Clock network drawn from the DEF:
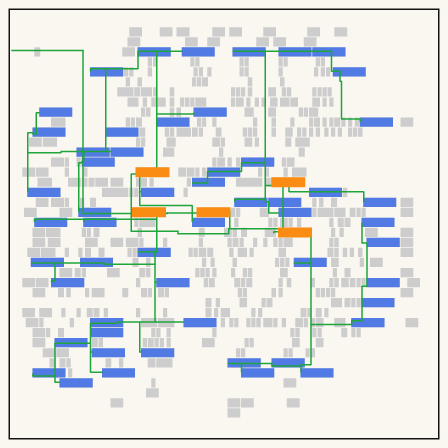
Routing congestion map:
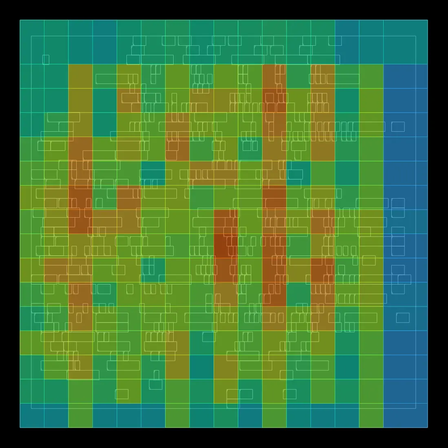
Placement by cell class:
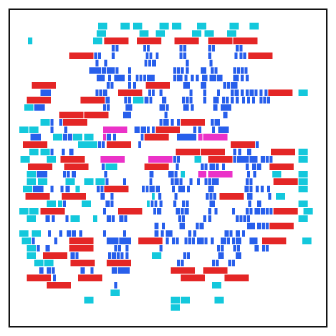
==> config.mk <==
export PLATFORM = sky130hd
export DESIGN_NAME = stream_demux_8
export DESIGN_NICKNAME = d
export VERILOG_FILES = /design/src/rtl/la_stream_pkg.sv /design/src/rtl/stream_reg_slice.sv /design/src/rtl/stream_demux_8.sv
export SDC_FILE = /design/constraint.sdc
export NUM_CORES = 1
export LEC_CHECK = 0
export ABC_AREA = 1
export CORE_MARGIN = 3
export CORE_UTILIZATION = 25
export DETAILED_ROUTE_END_ITERATION = 10
export GPL_TIMING_DRIVEN = 0
export PLACE_DENSITY = 0.46
export SYNTH_ARGS = -nofsm -noshare
export SYNTH_HDL_FRONTEND = slang
export SYNTH_SLANG_ARGS = --single-unit
==> constraint.sdc <==
create_clock -name clk -period 2.3 [get_ports clk]
set_input_delay 0.46 -clock clk [delete_from_list [all_inputs] [get_ports clk]]
set_output_delay 0.46 -clock clk [all_outputs]
set_load 0.02 [all_outputs]
==> results.yml <==
# generated from flow reports
yosys:
  common_cells: "nand2_1 (166), dfrtp_1 (54), inv_1 (46), nor2_1 (37), nand3_1 (26)"
  ys_types: 25
  top_logic_kind: "simple AND/OR/NAND/NOR gates"
  synthFlopType: "dfrtp_1"
  syn_nets: 435
  simple_gate_share: 0.373
  largest_area_cell: "dfrtp_1"
  ys_area_sq_um: 3030
  mux_area_frac: 0.0186
  synth_area_sq_um: 3030
  yosys_warnings: 0
  ys_cells: 414
  edf_count: 0
worst_setup_path:
  critPathLaunchType: "register"
  critical_path_class: "reg -> out"
route:
  vias: 2796
  dr.pass1.iters: 4
  wl_um: 8220
timing:
  worstMarginPinSlew_ps: 787
  setup_tns_ps: 0
  setup_viol: 0
  rsz0062_at_grt: "no"
status:
  status: "finished, final reports clean"
power_and_ir_drop:
  pwr-share-comb: 0.385
  sequentialPower_w: 0.00128
  p_switching_w: 0.00121
  total_power_w: 0.00332
  clk-power_w: 0.000764
clocking:
  clockBufferDepth: 2
  cts.sinks: 54
  cts_buffers: 5
  cts_tree: "done"
  hold_buffers: 0
floorplanning:
  die_h_um: 116
  ios: 70
  rows: 39
cells_and_area:
  finalNonFillerCells: 635
  utilization: 0.349
  syn2layout_area_growth_pct: 33.8
  drive_gt1_frac: 0.0650
  mostFrequentLayoutCell: "nand2_1"
  fin_nets: 512
place:
  dpl_cell_area_sq_um: 3910
  io_buffer_count: 69
  place_ws_ps: -230
global_routing:
  grt_util_all_layers: 0.131
  gr-total-overflow: 0
Back to the opening pictures, 'clock network drawn from the DEF':
Key: green = clock wires [length 859 um]; blue = flip-flops [count 54]; orange = clock drivers [count 5]
Position of the flops: all over the die.
clock skew: 8.23 ps
Clock Power Share: 0.230

Back to the opening pictures, 'routing congestion map':
Most Used Layer, Global Route: met2
GR Layer Usage met3: 0.0444
Wirelength per Cell: 12.9 um

Back to the opening pictures, 'placement by cell class':
Key: red = sequential cells [cells 54]; cyan = remaining buffers and delay cells [cells 77]; blue = combinational and other logic [cells 353]; magenta = clock drivers and dummy loads [cells 8]
post-route cell area: 4050 sq um
Core ar.: 11600 sq um

[cell type report]
type | count | area [sq um] | share of cell area
timing repair buffer | 70 | 703 | 0.173
multi-input combinational | 307 | 1460 | 0.361
clock inverter | 2 | 13.8 | 0.00340
tap | 143 | 179 | 0.0441
inverter | 46 | 173 | 0.0426
buffer | 7 | 41.3 | 0.0102
clock buffer | 6 | 129 | 0.0318
sequential | 54 | 1350 | 0.333
[critical path: stages, from the launching register on]
cell and delay, ps:
dfrtp_1 400, inv_1 60, ha_1 320, inv_1 70
nand2_1 60, nand2_1 130, nand2_1 60, o21ai_1 100
buf_2 210
[metal layers]
metal  GRT usage  up-vias  part of all wire
met1       0.180     1273              0.47
met5           0        -                 0
met2       0.203       60              0.45
met3      0.0444        4             0.079
met4      0.0255        0            0.0071
li1            -     1459                 -
No activity file was given, so power comes from the tool's default toggle rates.
